--- src/rtl/spi_sniff_pkg.sv ---
// Shared definitions for the SPI frame sniffer.
//   state_e            : capture FSM states
//   FRAME_BITS_DEFAULT : header + data bits of the default sensor frame
//   SYNC_DEPTH         : flop count of each input synchroniser
package spi_sniff_pkg;

  typedef enum logic [1:0] {
    ST_IDLE  = 2'd0,
    ST_SHIFT = 2'd1,
    ST_CHECK = 2'd2
  } state_e;

  localparam int FRAME_BITS_DEFAULT = 24;
  localparam int DATA_BITS_DEFAULT  = 16;
  localparam int HDR_BITS_DEFAULT   = FRAME_BITS_DEFAULT - DATA_BITS_DEFAULT;
  localparam int SYNC_DEPTH         = 2;

endpackage

--- src/rtl/spi_frame_sniffer_sync_2ff.sv ---
// Generic 1-bit multi-flop synchroniser (SYNC_DEPTH flops, two by default).
//   clk    : destination clock
//   rst_n  : asynchronous active-low reset; flops load RST_VAL
//   d_i    : asynchronous input
//   q_o    : synchronised output
module sync_2ff
  import spi_sniff_pkg::*;
#(
  parameter logic RST_VAL = 1'b0
) (
  input  logic clk,
  input  logic rst_n,
  input  logic d_i,
  output logic q_o
);

  logic [SYNC_DEPTH-1:0] ff_q;

  always_ff @(posedge clk or negedge rst_n) begin
    if (!rst_n) begin
      ff_q <= {SYNC_DEPTH{RST_VAL}};
    end else begin
      ff_q <= {ff_q[SYNC_DEPTH-2:0], d_i};
    end
  end

  assign q_o = ff_q[SYNC_DEPTH-1];

endmodule

--- src/rtl/spi_frame_sniffer.sv ---
// Passive SPI read-frame sniffer: oversamples sck/cs/miso on clk, discards the
// header, and presents each good frame's data field with a valid/ready handshake.
//   clk, rst_n         : system clock (>= 4x sck), async active-low reset
//   spi_sck/cs/miso    : raw shared SPI bus (mode 0), listen-only
//   z_data, z_valid    : captured measurement and its valid flag
//   z_ready            : consumer accepts when z_valid && z_ready
//   frame_err          : one-cycle pulse, frame length != HDR_BITS+DATA_BITS
//   overrun            : sticky, a good frame replaced an unaccepted sample
//
// state    | meaning
// ST_IDLE  | waiting for cs falling edge
// ST_SHIFT | cs low, shifting miso on each sck rise
// ST_CHECK | one cycle: judge bit count, publish or flag error
module spi_frame_sniffer
  import spi_sniff_pkg::*;
#(
  parameter int HDR_BITS  = HDR_BITS_DEFAULT,
  parameter int DATA_BITS = DATA_BITS_DEFAULT,
  parameter int BYTE_SWAP = 0
) (
  input  logic                 clk,
  input  logic                 rst_n,
  input  logic                 spi_sck,
  input  logic                 spi_cs,
  input  logic                 spi_miso,
  output logic [DATA_BITS-1:0] z_data,
  output logic                 z_valid,
  input  logic                 z_ready,
  output logic                 frame_err,
  output logic                 overrun
);

  localparam int FRAME_BITS = HDR_BITS + DATA_BITS;
  localparam int CNT_MAX    = FRAME_BITS + 1;
  localparam int CNT_W      = $clog2(CNT_MAX + 1);
  localparam int FL_W       = $clog2(SYNC_DEPTH + 1);

  logic sck_s, cs_s, miso_s;
  logic sck_dly_q, cs_dly_q;
  logic sck_rise, cs_fall, cs_rise;

  state_e               state_q, state_d;
  logic [CNT_W-1:0]     cnt_q, cnt_d;
  logic [DATA_BITS-1:0] shift_q, shift_d;
  logic [DATA_BITS-1:0] z_data_q, z_data_d;
  logic                 z_valid_q, z_valid_d;
  logic                 frame_err_q, frame_err_d;
  logic                 overrun_q, overrun_d;
  logic [FL_W-1:0]      flush_q, flush_d;
  logic                 armed_q, armed_d;
  logic                 flushed;
  logic [DATA_BITS-1:0] cap;

  sync_2ff #(.RST_VAL(1'b0)) u_sync_sck  (.clk(clk), .rst_n(rst_n), .d_i(spi_sck),  .q_o(sck_s));
  sync_2ff #(.RST_VAL(1'b1)) u_sync_cs   (.clk(clk), .rst_n(rst_n), .d_i(spi_cs),   .q_o(cs_s));
  sync_2ff #(.RST_VAL(1'b0)) u_sync_miso (.clk(clk), .rst_n(rst_n), .d_i(spi_miso), .q_o(miso_s));

  assign sck_rise = sck_s & ~sck_dly_q;
  assign cs_fall  = ~cs_s & cs_dly_q;
  assign cs_rise  = cs_s & ~cs_dly_q;

  if (BYTE_SWAP != 0 && DATA_BITS == 16) begin : g_swap
    assign cap = {shift_q[7:0], shift_q[15:8]};
  end else begin : g_noswap
    assign cap = shift_q;
  end

  // The synchroniser reset values fake an idle bus. If raw cs is already low
  // when reset releases, that would look like a fresh cs_fall in the middle of
  // a frame. Frame starts are only honoured once a real (post-flush) cs high
  // has been observed.
  assign flushed = (flush_q == FL_W'(SYNC_DEPTH));

  always_comb begin
    state_d     = state_q;
    cnt_d       = cnt_q;
    shift_d     = shift_q;
    z_data_d    = z_data_q;
    z_valid_d   = z_valid_q & ~z_ready;
    frame_err_d = 1'b0;
    overrun_d   = overrun_q;
    flush_d     = flushed ? flush_q : flush_q + 1'b1;
    armed_d     = armed_q | (flushed & cs_s);

    case (state_q)
      ST_IDLE: begin
        if (cs_fall && armed_q) begin
          cnt_d   = '0;
          state_d = ST_SHIFT;
        end
      end
      ST_SHIFT: begin
        // A coincident sck rise is shifted before leaving for CHECK.
        if (sck_rise) begin
          shift_d = {shift_q[DATA_BITS-2:0], miso_s};
          if (cnt_q != CNT_W'(CNT_MAX)) cnt_d = cnt_q + 1'b1;
        end
        if (cs_rise) state_d = ST_CHECK;
      end
      ST_CHECK: begin
        state_d = ST_IDLE;
        if (cnt_q == CNT_W'(FRAME_BITS)) begin
          z_data_d  = cap;
          z_valid_d = 1'b1;
          if (z_valid_q && !z_ready) overrun_d = 1'b1;
        end else begin
          frame_err_d = 1'b1;
        end
      end
      default: state_d = ST_IDLE;
    endcase
  end

  always_ff @(posedge clk or negedge rst_n) begin
    if (!rst_n) begin
      sck_dly_q   <= 1'b0;
      cs_dly_q    <= 1'b1;
      state_q     <= ST_IDLE;
      cnt_q       <= '0;
      shift_q     <= '0;
      z_data_q    <= '0;
      z_valid_q   <= 1'b0;
      frame_err_q <= 1'b0;
      overrun_q   <= 1'b0;
      flush_q     <= '0;
      armed_q     <= 1'b0;
    end else begin
      sck_dly_q   <= sck_s;
      cs_dly_q    <= cs_s;
      state_q     <= state_d;
      cnt_q       <= cnt_d;
      shift_q     <= shift_d;
      z_data_q    <= z_data_d;
      z_valid_q   <= z_valid_d;
      frame_err_q <= frame_err_d;
      overrun_q   <= overrun_d;
      flush_q     <= flush_d;
      armed_q     <= armed_d;
    end
  end

  assign z_data    = z_data_q;
  assign z_valid   = z_valid_q;
  assign frame_err = frame_err_q;
  assign overrun   = overrun_q;

endmodule

--- config.mk ---
export PLATFORM = sky130hd
export DESIGN_NAME = spi_frame_sniffer
export DESIGN_NICKNAME = d
export VERILOG_FILES = /design/src/rtl/spi_sniff_pkg.sv /design/src/rtl/spi_frame_sniffer_sync_2ff.sv /design/src/rtl/spi_frame_sniffer.sv
export SDC_FILE = /design/constraint.sdc
export NUM_CORES = 1
export LEC_CHECK = 0
export CAP_MARGIN = 25
export CORE_MARGIN = 2
export CORE_UTILIZATION = 49
export CTS_BUF_LIST = sky130_fd_sc_hd__clkbuf_16
export DETAILED_ROUTE_END_ITERATION = 16
export PLACE_DENSITY = 0.7
export SYNTH_ARGS = -nofsm -noshare
export SYNTH_HDL_FRONTEND = slang
export SYNTH_SLANG_ARGS = --single-unit
--- constraint.sdc ---
create_clock -name clk -period 1.7 [get_ports clk]
set_input_delay 0.34 -clock clk [delete_from_list [all_inputs] [get_ports clk]]
set_output_delay 0.34 -clock clk [all_outputs]
set_load 0.02 [all_outputs]
==> results.yml <==
# synthesis and place-and-route metrics
clock_network:
  cts_inserted_buffers: 5
  cts_hold_buf: 0
  max-clock-path-buffers: 2
  htreeDepth: 2
  root_buffer: "clkbuf_16"
  clk_pin_slew_ns: 0.06
  cts.sinks: 53
  tritoncts: "yes"
  clk_latency_ns: 0.28
setup_path:
  crit_path_start_kind: "flop"
  cp-startpoint: "cnt_q[1]"
  endpoint: "z_data[14]"
  worstSetupPathDepth: 6
  reg2reg_slack_ns: -0.03
  crit_slowest_cell: "dfrtp_1"
  ff2ff_path_depth: 6
  timing.rr.end: "z_data[14]"
  cp_max_fo: 9
  crit_chain: "inv_2 > ha_4 > nor3b_4 > and3b_2 > clkbuf_16 > mux2_4"
  path_delay_family: "simple AND/OR/NAND/NOR gates"
  required_ns: 1.87
  crit_type: "reg -> reg"
  cp.arrival_ns: 1.90
  r2r_start: "cnt_q[1]"
  crit_path_end_kind: "flop"
  worst-path-buf-inv: 2
grt:
  grt_pass1_wl_um: 5796
  grt_pass1_vias: 1198
  antenna_found_initial: 0
  grt-ovfl-total: 0
  grt_max_degree: 27
sta:
  final-setup-viol-count: 11
  rsz0062_at_grt: "true"
  tns_ns: -0.2282
  skew_ns: 0.002369
  fin_crit_sh: 1.020
  hold_viol: 0
  fin_crit_ns: 1.734
  timing.fmax_mhz: 576.6
  timing.final.ws_setup_ns: -0.03444
  drv_slew: 0
power:
  p_seq_frac: 0.515
  power_leader: "registers"
  p_switching_mw: 0.6950
  vdd_drop_max_mv: 0.5687
  power_frac_comb: 0.154
  power_clock_mw: 0.947
  comb_power_mw: 0.442
  pwr_density_cell_nw_per_um2: 1058
  p_int_mw: 2.169
  power_switching_share: 0.2426
  p_leak_nw: 1.253
  clkPwrFrac: 0.331
die:
  core_um2: 4058
  num_io_pins: 25
  fp_util: 0.5156
  dieArea_um2: 4808
  num_rows: 23
logic_synthesis:
  synth_seq_share: 0.6358
  top_cell_area_share: 0.5981
  synth_area_um2: 2092
  yosys_warnings: 0
  synth_nets: 141
  ys_area_um2: 2092
  yosys_cells: 131
  yosysTopAreaCell: "dfrtp_1"
  synthCells: 131
  synth_cell_types: 32
  netlist_top_cells_area: "dfrtp_1 60%, mux2_2 13%, mux2_4 5.7%"
  syn_area_per_cell_um2: 15.97
  synth-seq-cells: 53
run:
  cap_violations: 0
  warnings: 30
place:
  dpl.hpwl_um: 2302
  place_inst: 210
  gp_congestion: 0.8877
  port-buffer-count: 24
  placed_cell_area_um2: 2436
final_layout:
  drive_gt1_frac: 0.3966
  fillCellCount: 279
  antenna_cells: 0
  final_area_um2: 2708
  area_growth_pct: 29.43
  mi_logic_area_um2: 750.7
  nNetsFinal: 183
hold_path:
  hp-class: "in -> async"
run_status:
  status: "finished, violations left"
  violations: "setup timing"
route:
  viasPerCell: 5.241
  drc: 0
  dr.pass1.iters: 4
  drtAntennaViolNets: 0
  first_iter_violations: 57
## flip-flops by register name, summed over array words and instances, names as in the netlist
name / cells
frame_err: 1
sck_dly_q: 1
cnt_q: 5
u_sync_miso.ff_q: 2
cap: 16
overrun: 1
z_valid: 1
cs_dly_q: 1
armed_q: 1
flush_q: 2
state_q: 2
z_data: 16
u_sync_cs.ff_q: 2
u_sync_sck.ff_q: 2
## Yosys cell counts (all sizes together)
cell type,instances
a21o,2
ha,4
o32ai,1
o21ai,1
and3b,1
a31o,1
o21bai,1
nor2,1
and4bb,1
xnor2,1
nor2b,2
buf,4
nand2b,1
nor3b,4
mux2,33
nand3b,1
nand3,2
dfrtp,50
dfstp,3
nand2,4
nor4,1
o22ai,1
inv,4
o2bb2ai,3
or3b,1
mux2i,1
a21oi,2
## area by class of cell
class | instances | share of cell area
flip-flops and latches | 53 | 0.4917
multi-input cells | 70 | 0.2773
repair buffers | 39 | 0.1506
clock buffers | 5 | 0.04621
well taps | 50 | 0.02311
clock inverters | 3 | 0.005545
inverters | 4 | 0.005545
## timing repair
| action | CTS | global route |
|---|---|---|
| endpoints found under the setup margin | 11 | 16 |
| buffers inserted | 1 | 3 |
| resized | 4 | 13 |
| cloned | 1 | 1 |
| pin swaps | 0 | 0 |
## stage by stage
step	setup WS, ns	utilization	total power [mW]	hold WS (ns)
floorplan	0.07838	-	1.679	0.04441
global placement	0.06708	0.6004	1.803	0.3331
detailed placement	-0.02616	0.6004	1.835	0.3364
CTS	-0.03006	0.6454	2.822	0.04165
global route	-0.09913	0.6673	3.007	0.06502
finish	-0.03444	0.6673	2.864	0.02650
## cell usage in the layout, fill, tap and decap left out, drive strengths merged, types with 2 or more instances in the layout
| master | netlist | layout |
|---|---|---|
| clkdlybuf4s50 | 0 | 23 |
| nor2b | 2 | 2 |
| nand3 | 2 | 2 |
| a21oi | 2 | 2 |
| mux2 | 33 | 33 |
| a21o | 2 | 2 |
| o2bb2ai | 3 | 3 |
| dfrtp | 50 | 50 |
| buf | 4 | 14 |
| inv | 4 | 6 |
| dfstp | 3 | 3 |
| nand2 | 4 | 4 |
| nor3b | 4 | 4 |
| ha | 4 | 4 |
| clkbuf | 0 | 7 |
## cell families (layout without fill, tap and decap cells)
kind of cell | count (synthesis) | after routing | synth area share
compound gates | 12 | 12 | 0.04546
fa+ha+maj | 4 | 4 | 0.02392
buf+inv | 8 | 51 | 0.02930
flops | 53 | 53 | 0.6358
simple gates | 19 | 19 | 0.06459
xor+xnor | 1 | 1 | 0.004187
mux | 34 | 34 | 0.1968
## worst reg2reg max path, delay by kind of cell (launching register included)
kind,cells,cell delay [ns]
AND/OR/NAND/NOR,2,0.50
adder cells (fa/ha/maj),1,0.13
flip-flops,1,0.40
buffers and inverters,2,0.30
multiplexers,1,0.30
## routing by layer
layer	track usage	wire [um]	up-vias
li1	-	-	545
met1	0.2000	1609	589
met2	0.2468	1685	35
met3	0.04942	189	5
met4	0.05229	47	0
met5	0	0	-
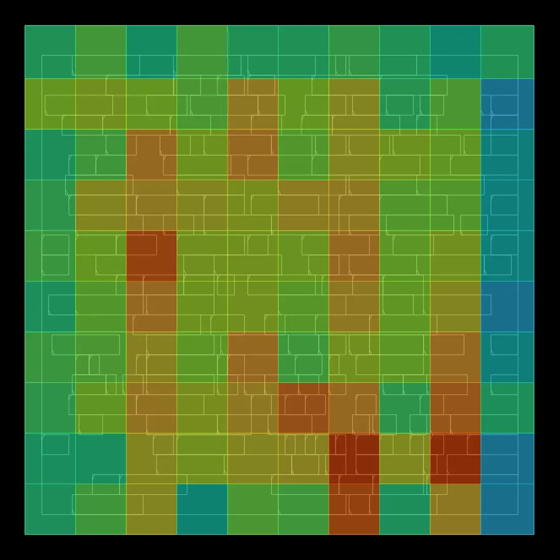
(congestion heat map)
routed len/inst: 15.77 um
total track usage: 0.1544
final core utilization: 0.6673
met3 usage: 0.04942
met2 Track Usage GR: 0.2468

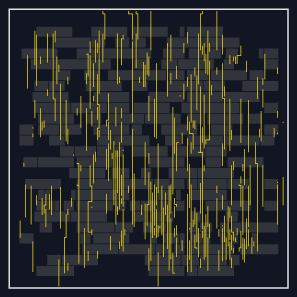
(the metal 2 layer)
(4 px per um) Cells faint in the background.
169 nets have wire on it. The longest straight run is 25.0 um. The layer carries 1690 um of wire. The layer holds 48% of the routed length. The wires run mostly vertical.
total number of vias: 1174
WL final: 3532 um

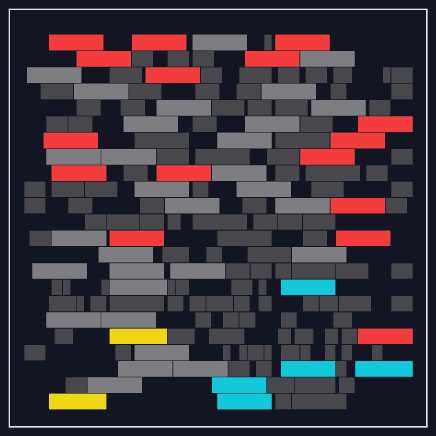
(register map, names as in the netlist)
(6 px per um)
Key: yellow = u_sync_cs.ff_q [flops 2]; cyan = cnt_q [flops 5]; red = z_data [flops 16]
Another 30 sequential cells are not coloured.
sequential cell area: 1331 um2
seq pwr: 1.48 mW
fraction of area in registers: 0.4917

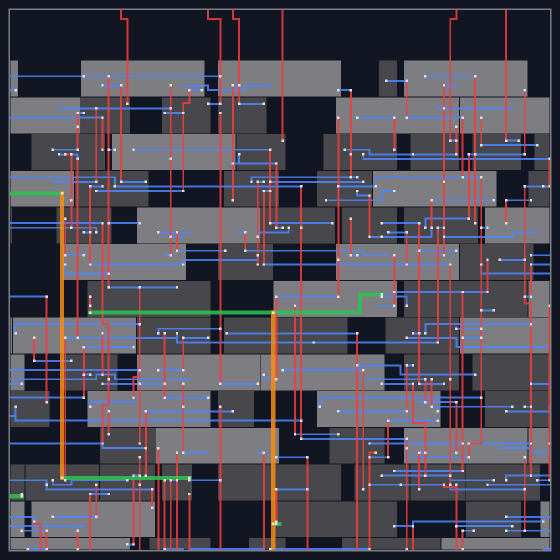
(a small window of the routed layout)
Window x 15 to 55, y 29 to 69 um. Cells in grey, sequential cells in the stronger grey; small squares are vias.
Key: orange = M4; red = M2; blue = M1; green = M3
Sequential cells in the window: 23. Most frequent: dfrtp_1 (23), mux2_2 (13), mux2_4 (12). 64 logic cells have their middle in the window. Netlist names of flops here include cap (12), z_data (8).

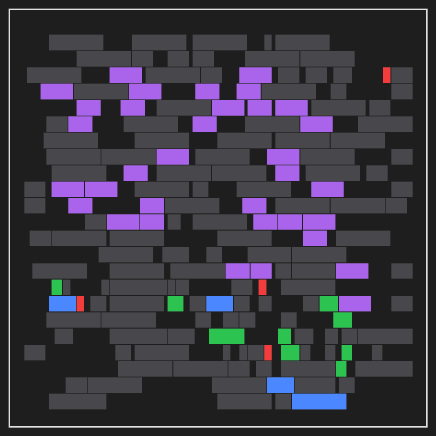
(logic cells by family)
(6 px per um)
Key: red = inv cells [cells 4]; green = aoi and oai cells [cells 9, most used o2bb2ai_1]; purple = mux cells [cells 34, most used mux2_2]; blue = fa/ha/maj cells [cells 4, most used ha_1]
Comb area share: 0.2773
Commonest Layout Cell: dfrtp_1
fin cells: 224

Power and IR drop assume default switching activity.
